<file path="src/rtl/pixel_pkg.sv">
// Shared types and lane helpers for the pixel packer and its companion unpacker.
package pixel_pkg;

    localparam int PIXEL_W = 16;
    localparam int WORD_W  = 128;
    localparam int LANES   = WORD_W / PIXEL_W;
    localparam int IDX_W   = $clog2(LANES);

    typedef logic [PIXEL_W-1:0] pixel_t;
    typedef logic [WORD_W-1:0]  word_t;
    typedef logic [IDX_W-1:0]   lane_idx_t;

    localparam lane_idx_t LAST_LANE = lane_idx_t'(LANES - 1);

    typedef enum logic {
        EMPTY = 1'b0,
        FULL  = 1'b1
    } out_state_e;

    // Lanes below idx come from the accumulator, lane idx takes the new pixel, lanes above are padded.
    function automatic word_t merge_lanes(input word_t acc, input pixel_t pix,
                                          input lane_idx_t idx, input pixel_t pad);
        word_t w;
        w = '0;
        for (int l = 0; l < LANES; l++) begin
            if (l < int'(idx)) begin
                w[l*PIXEL_W +: PIXEL_W] = acc[l*PIXEL_W +: PIXEL_W];
            end else if (l == int'(idx)) begin
                w[l*PIXEL_W +: PIXEL_W] = pix;
            end else begin
                w[l*PIXEL_W +: PIXEL_W] = pad;
            end
        end
        return w;
    endfunction

endpackage

</file>
<file path="src/rtl/pixel_word_packer_if.sv">
// Pixel input stream plus packed AXI-Stream output of the packer, with the packer's and its environment's views.
interface pixel_word_packer_if;
    import pixel_pkg::*;

    logic   pixel_valid;
    logic   pixel_ready;
    pixel_t pixel_data;
    logic   pixel_last;
    logic   m_axis_tvalid;
    logic   m_axis_tready;
    word_t  m_axis_tdata;
    logic   m_axis_tlast;
    logic   m_axis_prog_full;

    modport master (
        input  pixel_valid, pixel_data, pixel_last, m_axis_tready, m_axis_prog_full,
        output pixel_ready, m_axis_tvalid, m_axis_tdata, m_axis_tlast
    );

    modport slave (
        output pixel_valid, pixel_data, pixel_last, m_axis_tready, m_axis_prog_full,
        input  pixel_ready, m_axis_tvalid, m_axis_tdata, m_axis_tlast
    );

endinterface

</file>
<file path="src/rtl/axis_out_reg.sv">
// Single-entry AXI-Stream output register: holds data/last stable until the send handshake.
module axis_out_reg
    import pixel_pkg::*;
(
    input  logic  clk,
    input  logic  rst,
    input  logic  load,
    input  word_t load_data,
    input  logic  load_last,
    input  logic  tready,
    output logic  can_load,
    output logic  send,
    output logic  tvalid,
    output word_t tdata,
    output logic  tlast
);

    out_state_e state_r;
    out_state_e state_s;
    word_t      data_r;
    logic       last_r;
    logic       load_ok_s;

    assign tvalid    = (state_r == FULL);
    assign can_load  = !tvalid || tready;
    assign load_ok_s = load && can_load;
    assign send      = tvalid && tready;
    assign tdata     = data_r;
    assign tlast     = last_r;

    // State, data and last registers.
    always_ff @(posedge clk or posedge rst) begin
        if (rst) begin
            state_r <= EMPTY;
            data_r  <= '0;
            last_r  <= 1'b0;
        end else begin
            state_r <= state_s;
            if (load_ok_s) begin
                data_r <= load_data;
                last_r <= load_last;
            end
        end
    end

    // Next state: a load always leaves the register full, a send without a load empties it.
    always_comb begin
        state_s = state_r;
        case (state_r)
            EMPTY: begin
                if (load_ok_s) begin
                    state_s = FULL;
                end else begin
                    state_s = EMPTY;
                end
            end
            FULL: begin
                if (load_ok_s) begin
                    state_s = FULL;
                end else if (tready) begin
                    state_s = EMPTY;
                end else begin
                    state_s = FULL;
                end
            end
            default: state_s = EMPTY;
        endcase
    end

endmodule

</file>
<file path="src/rtl/pixel_word_packer.sv">
// Packs 16-bit pixels into 128-bit AXI-Stream words, padding the last word of each frame.
module pixel_word_packer
    import pixel_pkg::*;
#(
    parameter pixel_t PAD_VALUE   = 16'h0000,
    parameter int     FRAME_CNT_W = 16
) (
    input  logic                   clk_in,
    input  logic                   rst_in,
    pixel_word_packer_if.master    bus,
    output logic [FRAME_CNT_W-1:0] frame_count,
    output logic [15:0]            word_count
);

    lane_idx_t              idx_r;
    word_t                  acc_r;
    logic [FRAME_CNT_W-1:0] frame_count_r;
    logic [15:0]            word_count_r;

    logic  can_load_s;
    logic  send_s;
    logic  pixel_ready_s;
    logic  accept_s;
    logic  complete_s;
    word_t merged_s;

    // prog_full may only hold back the first pixel of a word; a started word is always finished.
    assign pixel_ready_s = !rst_in && can_load_s && !((idx_r == '0) && bus.m_axis_prog_full);
    assign accept_s      = bus.pixel_valid && pixel_ready_s;
    assign complete_s    = accept_s && ((idx_r == LAST_LANE) || bus.pixel_last);
    assign merged_s      = merge_lanes(acc_r, bus.pixel_data, idx_r, PAD_VALUE);

    assign bus.pixel_ready = pixel_ready_s;
    assign frame_count     = frame_count_r;
    assign word_count      = word_count_r;

    axis_out_reg u_out (
        .clk       (clk_in),
        .rst       (rst_in),
        .load      (complete_s),
        .load_data (merged_s),
        .load_last (bus.pixel_last),
        .tready    (bus.m_axis_tready),
        .can_load  (can_load_s),
        .send      (send_s),
        .tvalid    (bus.m_axis_tvalid),
        .tdata     (bus.m_axis_tdata),
        .tlast     (bus.m_axis_tlast)
    );

    // Lane index and accumulator of the word being assembled.
    always_ff @(posedge clk_in or posedge rst_in) begin
        if (rst_in) begin
            idx_r <= '0;
            acc_r <= '0;
        end else if (complete_s) begin
            idx_r <= '0;
        end else if (accept_s) begin
            idx_r                           <= idx_r + 3'd1;
            acc_r[idx_r*PIXEL_W +: PIXEL_W] <= bus.pixel_data;
        end
    end

    // Word and frame counters; the end-of-frame clear wins over the increment.
    always_ff @(posedge clk_in or posedge rst_in) begin
        if (rst_in) begin
            frame_count_r <= '0;
            word_count_r  <= 16'd0;
        end else if (send_s && bus.m_axis_tlast) begin
            frame_count_r <= frame_count_r + FRAME_CNT_W'(1);
            word_count_r  <= 16'd0;
        end else if (send_s) begin
            word_count_r  <= word_count_r + 16'd1;
        end
    end

endmodule

</file>
<file path="src/flat_wrapper.sv">
// flat-port wrapper written by rule: the top's interface ports become plain ports
module pixel_word_packer_flat import pixel_pkg::*;
#(
    parameter pixel_t PAD_VALUE   = 16'h0000,
    parameter int     FRAME_CNT_W = 16
)
  (clk_in, rst_in, frame_count, word_count, bus_pixel_valid, bus_pixel_data, bus_pixel_last, bus_m_axis_tready, bus_m_axis_prog_full, bus_pixel_ready, bus_m_axis_tvalid, bus_m_axis_tdata, bus_m_axis_tlast);
  pixel_word_packer_if bus_i ();
  input  logic clk_in;
  input  logic rst_in;
  output logic [FRAME_CNT_W-1:0] frame_count;
  output logic [15:0] word_count;
  input wire logic [$bits(bus_i.pixel_valid)-1:0] bus_pixel_valid;
  input wire logic [$bits(bus_i.pixel_data)-1:0] bus_pixel_data;
  input wire logic [$bits(bus_i.pixel_last)-1:0] bus_pixel_last;
  input wire logic [$bits(bus_i.m_axis_tready)-1:0] bus_m_axis_tready;
  input wire logic [$bits(bus_i.m_axis_prog_full)-1:0] bus_m_axis_prog_full;
  output wire logic [$bits(bus_i.pixel_ready)-1:0] bus_pixel_ready;
  output wire logic [$bits(bus_i.m_axis_tvalid)-1:0] bus_m_axis_tvalid;
  output wire logic [$bits(bus_i.m_axis_tdata)-1:0] bus_m_axis_tdata;
  output wire logic [$bits(bus_i.m_axis_tlast)-1:0] bus_m_axis_tlast;
  assign bus_i.pixel_valid = bus_pixel_valid;
  assign bus_i.pixel_data = bus_pixel_data;
  assign bus_i.pixel_last = bus_pixel_last;
  assign bus_i.m_axis_tready = bus_m_axis_tready;
  assign bus_i.m_axis_prog_full = bus_m_axis_prog_full;
  assign bus_pixel_ready = bus_i.pixel_ready;
  assign bus_m_axis_tvalid = bus_i.m_axis_tvalid;
  assign bus_m_axis_tdata = bus_i.m_axis_tdata;
  assign bus_m_axis_tlast = bus_i.m_axis_tlast;
  pixel_word_packer #(.PAD_VALUE(PAD_VALUE), .FRAME_CNT_W(FRAME_CNT_W)) u_core (.clk_in(clk_in), .rst_in(rst_in), .bus(bus_i), .frame_count(frame_count), .word_count(word_count));
endmodule
</file>
<file path="config.mk">
export PLATFORM = sky130hd
export DESIGN_NAME = pixel_word_packer_flat
export DESIGN_NICKNAME = d
export VERILOG_FILES = /design/src/rtl/pixel_pkg.sv /design/src/rtl/pixel_word_packer_if.sv /design/src/rtl/axis_out_reg.sv /design/src/rtl/pixel_word_packer.sv /design/src/flat_wrapper.sv
export SDC_FILE = /design/constraint.sdc
export NUM_CORES = 1
export LEC_CHECK = 0
export ABC_AREA = 1
export CAP_MARGIN = 20
export CORE_MARGIN = 3
export CORE_UTILIZATION = 30
export CTS_CLUSTER_DIAMETER = 150
export DETAILED_ROUTE_END_ITERATION = 12
export PLACE_DENSITY = 0.52
export SLEW_MARGIN = 30
export SYNTH_ARGS = -nofsm -noshare
export SYNTH_HDL_FRONTEND = slang
export SYNTH_SLANG_ARGS = --single-unit
</file>
<file path="constraint.sdc">
create_clock -name clk_in -period 9.3 [get_ports clk_in]
set_input_delay 0.93 -clock clk_in [delete_from_list [all_inputs] [get_ports clk_in]]
set_output_delay 0.93 -clock clk_in [all_outputs]
set_load 0.01 [all_outputs]
</file>
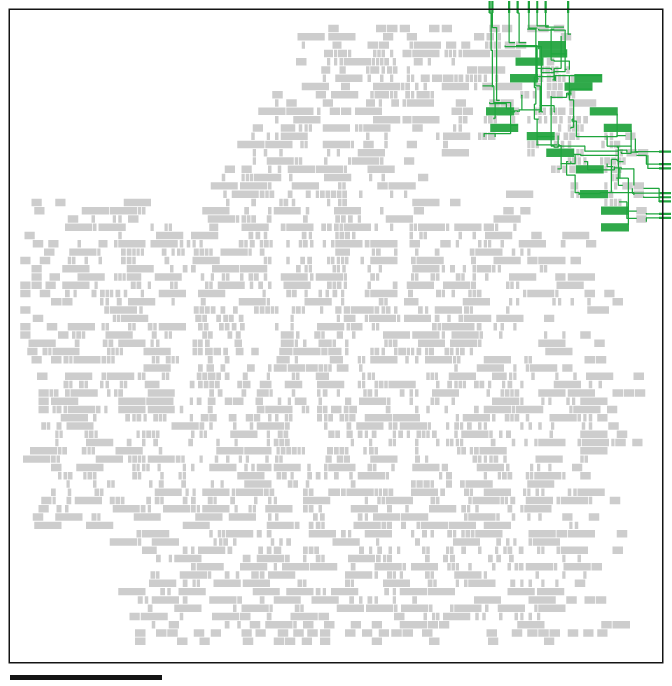
Fig. 1. Port wiring (run 1).
Bar = 50 um.
word_count -> green  # bits 16, direction output, edge 8 top, 8 right, end cells 16, buffers 16, wire 797 um

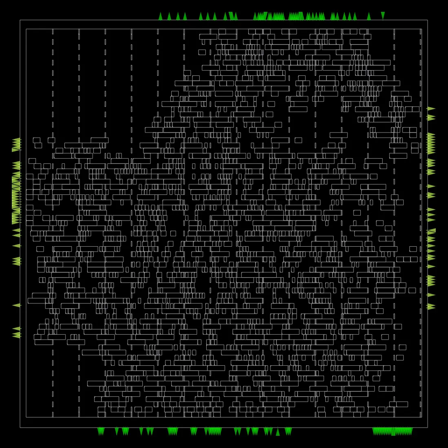
Fig. 2. Cell placement (run 1).
num tapcells: 577
fin cells: 2371
fillers: 4442

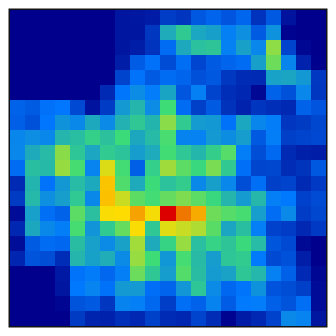
Fig. 3. Wiring heat map (run 1).
21 x 21 tiles, from dark blue (low) to red (high), scaled to the fullest tile. Values are wire area over tile area, all layers added.
fullest tile = 0.59
densest ninth of the die = middle
emptiest ninth of the die = top left
tiles over half the peak = 11%

-- run 1: power breakdown --
group / internal, mW / switching [mW] / leakage [nW]
logic: 0.575 / 0.993 / 3.38
clock network: 0.800 / 0.520 / 0.555
registers: 1.46 / 0.189 / 3.71
total: 2.83 / 1.70 / 7.64
-- run 1: cells by family after synthesis --
family / count (synthesis) / synth area share, %
DFF: 277 / 53.3
xor gates and xnor gates: 12 / 0.808
AOI/OAI and AO/OA: 281 / 11.0
buffers and inverters: 201 / 6.32
and+or+nand+nor: 859 / 27.5
adders and majority gates: 11 / 1.06
-- run 1: cell usage after synthesis, types with 7 or more instances --
cell type,count
nand2_1,630
dfrtp_1,277
o21ai_0,225
inv_1,97
nand3_1,81
nor2_1,67
clkbuf_1,55
buf_2,36
nor3_1,28
a21oi_1,24
o21ai_1,23
nand3b_1,17
nand4_1,12
ha_1,11
xor2_1,8
inv_2,7
-- run 1: state kept, by name, summed over array words and instances, names as in the netlist --
name,flops
u_core.u_out.tdata,128
u_core.acc_r,112
u_core.frame_count,16
u_core.word_count,16
u_core.u_out.tlast,1
u_core.idx_r,3
u_core.u_out.tvalid,1
-- run 1: tightest hold or removal path: stages, from the launching register on --
cell and delay [ns]:
dfrtp_1 0.34, nand2_1 0.05, nand2_1 0.04
-- run 1: layer usage --
layer	global-route usage, %	vias up	wire length, um
met5	0	-	0
met4	4.35	0	750
met3	3.61	50	2340
met2	28.6	275	19500
met1	26.4	5488	20400
li1	-	5513	-
-- run 1: cell type report --
cell class / count / area (um^2)
flip-flops and latches: 277 / 6930
clock inverters: 8 / 72.6
well taps: 577 / 722
fillers: 4442 / 26100
multi-input cells: 1163 / 5260
inverters: 105 / 409
clock buffers: 53 / 1040
repair buffers: 188 / 1890
==> GITHUB_STEP_SUMMARY, run 1 <==
### Metrics collected by this job

| Metric | Value |
|---|---|
| Status | `completed` |
| Die height | `214 um` |
| Drt total wl | `43.0 mm` |
| Setup violators final | `0` |
| Top cell area share | `53.3%` |
| Post-route ant nets | `0` |
| Final Hold Fails | `0` |
| Max Clk Rate | `208 MHz` |
| Leading area contributor after synthesis | `dfrtp_1` |
| Setup CP Type | `register to output pin` |
| Die extent in x | `214 um` |
| Vias in the first global route | `11.0k` |
| Dpl cell area | `15200 um^2` |
| Yosys synthesis chip area | `13000 um^2` |
| DR WL/cell | `18.1 um` |
| Post-CTS Resized | `0` |
| Post-synthesis register bit count | `277` |
| Cells after DPL | `2310` |
| Slowest-stage cell, CP | `dfrtp_1` |
| Min-delay worst type | `register to register` |
| Yosys cell types | `35` |
| Critical path buffers and inverters | `3` |
| Leakage | `7.64 nW` |
| Cell family with most CP delay | `buffers and inverters` |
| DRC violations left | `0` |
| Post-synth EDFFs | `0` |
| Synth Flop Type | `dfrtp_1` |
| Vias | `11.3k` |
| RR Endpoint | `u_core.acc_r[90]` |
| R2R Setup Slk | `4.59 ns` |
| # Post-CTS Setup Buffers | `0` |
| Tot GR Track Use | `18.3%` |
| Post-Synthesis Cell Area | `13000 um^2` |
| Longest Clk Path Bufs | `3` |
| Vias/cell | `4.78` |
| Area Overhead vs Synth | `25.6%` |
| TritonCTS clock tree | `built` |
| Num CTS Buffers | `35` |
| Worst VDD drop | `0.140 mV` |
| Syn_nets | `1674` |
| Post-route clock period utilization | `51.8%` |
| Crit path largest cell delay | `0.92 ns` |
| Critical R2R Launch | `u_core.idx_r[0]` |
| Nets | `1803` |
| Yosys cell count | `1641` |
| Total grt overflow | `0` |
| Init Core Util | `30.7%` |
| Die Area | `45900 um^2` |
| Critical path endpoint category | `output pin` |
| Share of layout cells above drive strength 1 | `4.85%` |
| OpenROAD warning count | `38` |
| Unrepaired setup endpoints after global routing | `false` |
| Clock skew | `0.0233 ns` |
| CP startpoint kind | `register` |
| CP arrival | `3.89 ns` |
| Setup TNS | `0 ns` |
| Most numerous logic cells after layout | `630 x nand2_1, 277 x dfrtp_1, 225 x o21ai_0` |
| First-pass GRT wire length | `66.3 mm` |
| Synth warn | `0` |
Fig. 4: run 1, floorplan with the power grid
Bar = 50 um. Pins as bars on the die edge. Tap cells in grey.
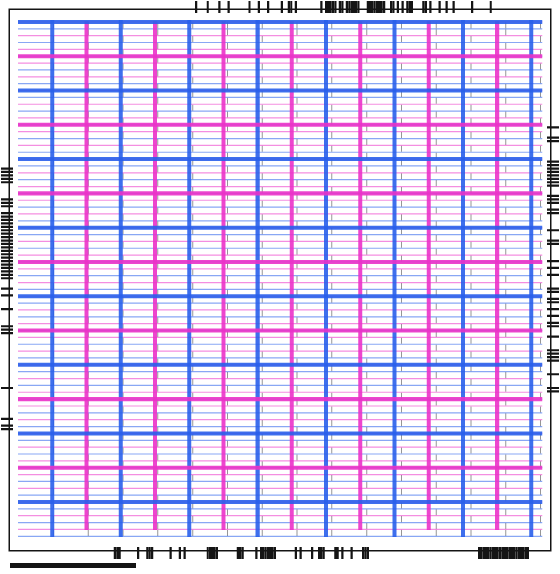

==> run 2: changes to the inputs <==
PLACE_DENSITY = 0.54   (was 0.52)
clock period = 4 ns   (was 9.3 ns; I/O delays follow)
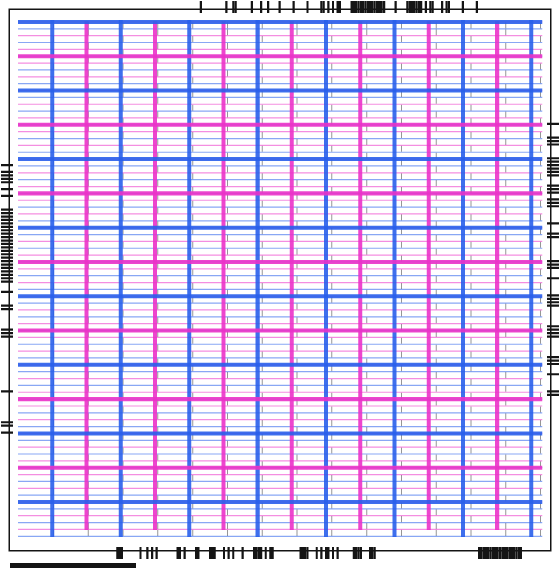
Fig. 5. Floorplan with the power grid (run 2).
Bar = 50 um. Pins as bars on the die edge. Tap cells in grey.
VSS -> blue
VDD -> magenta
met1 rails = 76
signal pins = 185
tap cells = 577
met4 straps = 15
die extent in x: 214 um
Worst VDD drop: 0.326 mV

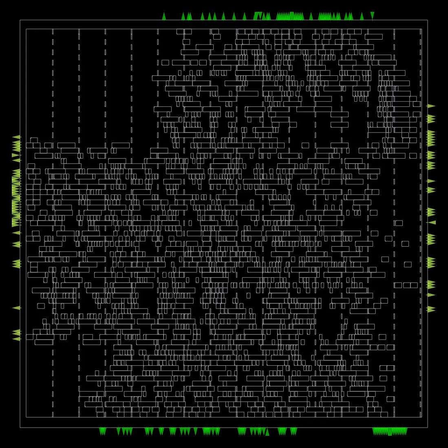
Fig. 6. Cell placement (run 2).
final core utilization: 39.0%
fin cells: 2382

==> run 2 against run 1 <==
  * Global-route usage grew 0.60 points
  * Non-clock buffer count is 15 higher
  * Combinational power up 140%
  * Hold slack improved by 0.00090 ns
  * Highest routed layer unchanged
==> GITHUB_STEP_SUMMARY, run 2 <==
### Metrics collected by this job

| Metric | Value |
|---|---|
| Status | `completed` |
| Post-synth top cells | `630 x nand2_1, 277 x dfrtp_1, 225 x o21ai_0` |
| Setup TNS | `0 ns` |
| Slowest-stage cell, CP | `clkdlybuf4s50_1` |
| Post-synth EDFFs | `0` |
| CP startpoint kind | `register` |
| TritonCTS clock tree | `built` |
| Synth top cell by count | `nand2_1` |
| Area Overhead vs Synth | `27.2%` |
| # Post-CTS Setup Buffers | `0` |
| Final Hold Fails | `0` |
| Vias in the first global route | `11.4k` |
| Setup CP Type | `register to output pin` |
| Post-route ant nets | `0` |
| Min-delay worst type | `register to register` |
| Die Area | `45900 um^2` |
| Post-Synthesis Cell Area | `13000 um^2` |
| Logic pwr share | `34.9%` |
| Syn_nets | `1674` |
| Top cell area share | `53.3%` |
| Post-route clock period utilization | `79.6%` |
| Drt total wl | `43.9 mm` |
| Critical path endpoint category | `output pin` |
| Switching Fraction | `37.0%` |
| Total grt overflow | `0` |
| Cells after DPL | `2325` |
| Min-delay src | `u_core.u_out.tdata[84]` |
| Longest Clk Path Bufs | `3` |
| RR Endpoint | `u_core.acc_r[23]` |
| DRC violations left | `0` |
| Max Clk Rate | `314 MHz` |
| Fillers | `4476` |
| Nets | `1817` |
| Cell family with most CP delay | `buffers and inverters` |
| Tot GR Track Use | `18.9%` |
| CP arrival | `2.78 ns` |
| Setup violators final | `0` |
| Yosys cell types | `35` |
| Share of layout cells above drive strength 1 | `5.87%` |
| Synth warn | `0` |
| Row count | `75` |
| Comb group | `3.77 mW` |
| Yosys cell count | `1641` |
| Yosys synthesis chip area | `13000 um^2` |
| Seq group | `3.78 mW` |
| DR WL/cell | `18.4 um` |
| Unrepaired setup endpoints after global routing | `false` |
| First-pass GRT wire length | `68.5 mm` |
| Init Core Util | `30.7%` |
| Clock group share of total power | `30.1%` |
| Vias | `11.6k` |
| Crit path largest cell delay | `0.62 ns` |
| Leakage | `7.76 nW` |
| Num CTS Buffers | `34` |
| Maximum Capacitance Violations | `0` |
| P_int | `6.80 mW` |
| Biggest consumer | `registers` |
| Critical R2R Launch | `u_core.idx_r[1]` |
| Reg power frac | `35.0%` |
| R2R Setup Slk | `1.14 ns` |
| Top cell excl fill/tap | `nand2_1` |
| Power Clock | `3.24 mW` |
| Sw power | `3.99 mW` |
| Post-synthesis register bit count | `277` |
| OpenROAD warning count | `37` |
| Critical path buffers and inverters | `3` |
| Clock skew | `0.0272 ns` |
| Vias/cell | `4.88` |
| Post-CTS Resized | `0` |
| Max FFs per register | `128` |
| Synth Flop Type | `dfrtp_1` |
run 2: cell types whose count changed in the layout (fill, tap and decap cells not counted), sizes merged:
| cell | before | now |
|---|---|---|
| buf | 4 | 19 |
| clkinvlp | 0 | 1 |
| bufinv | 1 | 5 |
| clkinv | 8 | 3 |
| inv | 104 | 105 |
| clkbuf | 53 | 48 |
run 2: per-layer routing:
metal	global-route usage [%]	part of all wire, %	routed length (um)	vias up
met3	4.31	7.2	3160	75
met1	26.8	45	19900	5626
li1	-	-	-	5543
met2	29.2	45	19800	386
met5	0	0	0	-
met4	5.34	2.5	1120	0
run 2: cell type report:
class                           instances  area (um^2)  area share (%)
Tap cell                              577          722            4.36
Sequential cell                       277         6930            41.9
Clock inverter                          9          178            1.07
Inverter                              105          400            2.42
Clock buffer                           48          975            5.89
Multi-Input combinational cell       1163         5300            32.0
Timing Repair Buffer                  203         2030            12.3
run 2: worst max path at each step:
stage | endpoint | cells past startpoint | slack, ns
global route | bus_pixel_ready | 7 | 0.74
floorplan | u_core.acc_r[4] | 8 | -1.87
global placement | bus_pixel_ready | 6 | 1.34
detailed placement | u_core.acc_r[20] | 7 | 1.21
CTS | bus_pixel_ready | 7 | 0.81
finish | bus_pixel_ready | 7 | 0.82
run 2: worst register-to-register path, delay by kind of cell (launching register included):
kind	cells	cell delay (ns)
and+or+nand+nor	3	0.73
adders and majority gates	2	0.52
DFF	1	0.51
AOI/OAI and AO/OA	1	0.18
buffers and inverters	3	0.80
run 2: kinds of logic after synthesis:
| logic type | Yosys count | synth area share (%) |
|---|---|---|
| simple gates | 859 | 27.5 |
| fa+ha+maj | 11 | 1.06 |
| xor+xnor | 12 | 0.808 |
| compound gates | 281 | 11.0 |
| buf+inv | 201 | 6.32 |
| flops | 277 | 53.3 |
Fig. 7: run 2, port wiring
Bar = 50 um.
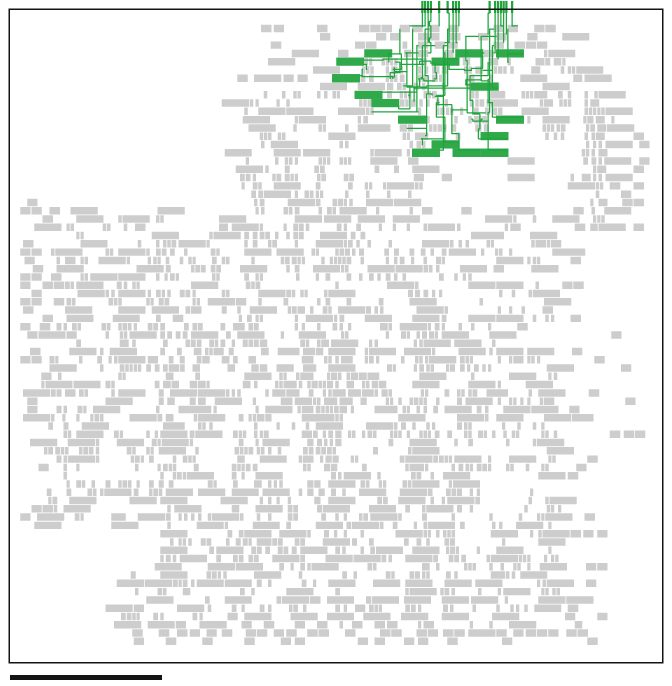

==> run 3: changes to the inputs <==
PLACE_DENSITY = 0.52   (was 0.54)
clock period = 3 ns   (was 4 ns; I/O delays follow)
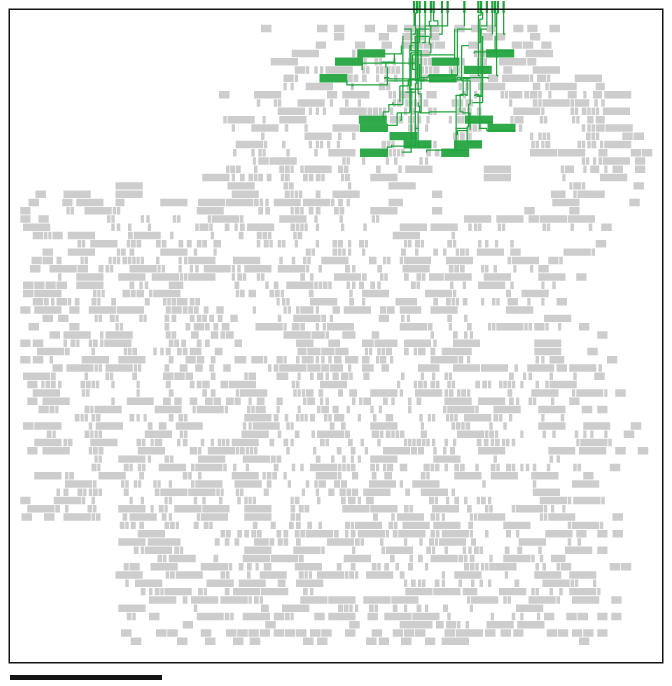
Fig. 8. Port wiring (run 3).
Bar = 50 um.
word_count -> green  # bits 16, direction output, edge top, end cells 16, buffers 16, wire 869 um
PortBufs: 184
io pins: 185

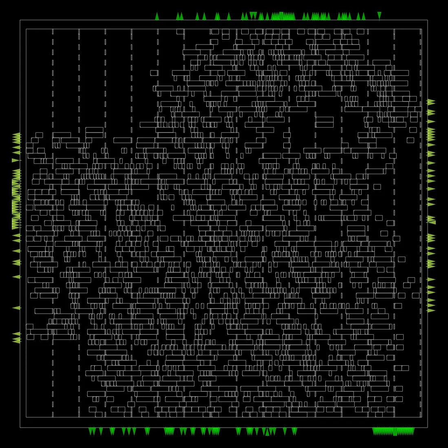
Fig. 9. Cell placement (run 3).
fillers: 4412
core area: 42400 um^2
row count: 75
num sequential: 277

==> run 3 against run 2 <==
  * Critical path type unchanged
  * Clock power up 28%
  * Cell area up 0.85%
  * Synthesized cell count unchanged
  * Worst setup slack worse by 0.68 ns
  * Sequential power up 34%
  * Combinational power up 38%
  * Core utilization up 0.33 points
  * Critical path depth unchanged
==> GITHUB_STEP_SUMMARY, run 3 <==
### Metrics collected by this job

| Metric | Value |
|---|---|
| Die extent in x | `214 um` |
| Syn_nets | `1674` |
| TritonCTS clock tree | `built` |
| Post-synth EDFFs | `0` |
| Crit path largest cell delay | `0.58 ns` |
| Unrepaired setup endpoints after global routing | `false` |
| Init Core Util | `30.7%` |
| Vias in the first global route | `11.3k` |
| Status | `completed` |
| Vias/cell | `4.83` |
| CP arrival | `2.56 ns` |
| Setup TNS | `0 ns` |
| Cells after DPL | `2344` |
| Drt total wl | `44.5 mm` |
| Leakage | `7.84 nW` |
| Worst VDD drop | `0.346 mV` |
| CP startpoint kind | `register` |
| Post-route clock period utilization | `95.3%` |
| Critical path buffers and inverters | `3` |
| Leading area contributor after synthesis | `dfrtp_1` |
| Most numerous logic cells after layout | `629 x nand2_1, 277 x dfrtp_1, 223 x o21ai_0` |
| Yosys synthesis chip area | `13000 um^2` |
| Share of layout cells above drive strength 1 | `7.17%` |
| Vias | `11.6k` |
| Die height | `214 um` |
| WP depth | `7` |
| OpenROAD warning count | `34` |
| Cell family with most CP delay | `buffers and inverters` |
| Longest Clk Path Bufs | `3` |
| DR WL/cell | `18.5 um` |
| Clock skew | `0.0203 ns` |
| # Post-CTS Setup Buffers | `0` |
| Post-route ant nets | `0` |
| Synth warn | `0` |
| Critical path endpoint category | `output pin` |
| Max FFs per register | `128` |
| Die Area | `45900 um^2` |
| Post-Synthesis Cell Area | `13000 um^2` |
| DRC violations left | `0` |
| Maximum Capacitance Violations | `0` |
| Nets | `1837` |
| Post-synthesis register bit count | `277` |
| Dpl cell area | `15500 um^2` |
| Final core utilization | `39.3%` |
| Synth Flop Type | `dfrtp_1` |
| Final Hold Fails | `0` |
| Slowest-stage cell, CP | `clkdlybuf4s50_1` |
| Top cell area share | `53.3%` |
| Synth top cell by count | `nand2_1` |
| First-pass GRT wire length | `68.7 mm` |
| Tot GR Track Use | `19.1%` |
| Yosys cell types | `35` |
-- run 3: where the power goes --
part / leakage [nW] / internal [mW] / switching [mW]
Combinational: 3.58 / 1.99 / 3.21
Clock: 0.547 / 2.53 / 1.62
Sequential: 3.71 / 4.51 / 0.544
-- run 3: cell families after synthesis --
logic type | Yosys count | synth area share (%)
XOR/XNOR | 12 | 0.808
adder cells (fa/ha/maj) | 11 | 1.06
buffers and inverters | 201 | 6.32
flip-flops | 277 | 53.3
AND/OR/NAND/NOR | 859 | 27.5
AND-OR/OR-AND | 281 | 11.0
-- run 3: area by class of cell --
class / count / area, um^2
Clock buffer: 49 / 1020
Tap cell: 577 / 722
Timing Repair Buffer: 223 / 2200
Inverter: 105 / 400
Fill cell: 4412 / 25700
Sequential cell: 277 / 6930
Clock inverter: 9 / 110
Multi-Input combinational cell: 1163 / 5300
-- run 3: timing repair --
action                                  4_1_cts  5_1_grt
resized                                       1        0
hold buffers                                  0        0
endpoints found under the setup margin        1        0
hold endpoints to repair                      0        0
-- run 3: metal layers --
metal  up-vias  GRT usage [%]  wire length, um
li1       5593              -                -
met1      5568           27.5            20800
met2       377           29.2            19800
met3        57           4.24             2990
met4         0           4.61              811
met5         -              0                0
-- run 3: final timing paths --
kind / startpoint / to / slack [ns]
min in group clk_in: u_core.u_out.tdata[55] / u_core.u_out.tdata[55] / 0.47
max reg2reg: u_core.idx_r[1] / u_core.acc_r[99] / 0.37
max: u_core.idx_r[1] / bus_pixel_ready / 0.14
max in group asynchronous: rst_in / u_core.acc_r[77] / 1.70
min reg2reg: u_core.u_out.tdata[55] / u_core.u_out.tdata[55] / 0.47
min: rst_in / u_core.u_out.tdata[22] / 0.15
Power is estimated from default activity; no workload was simulated.
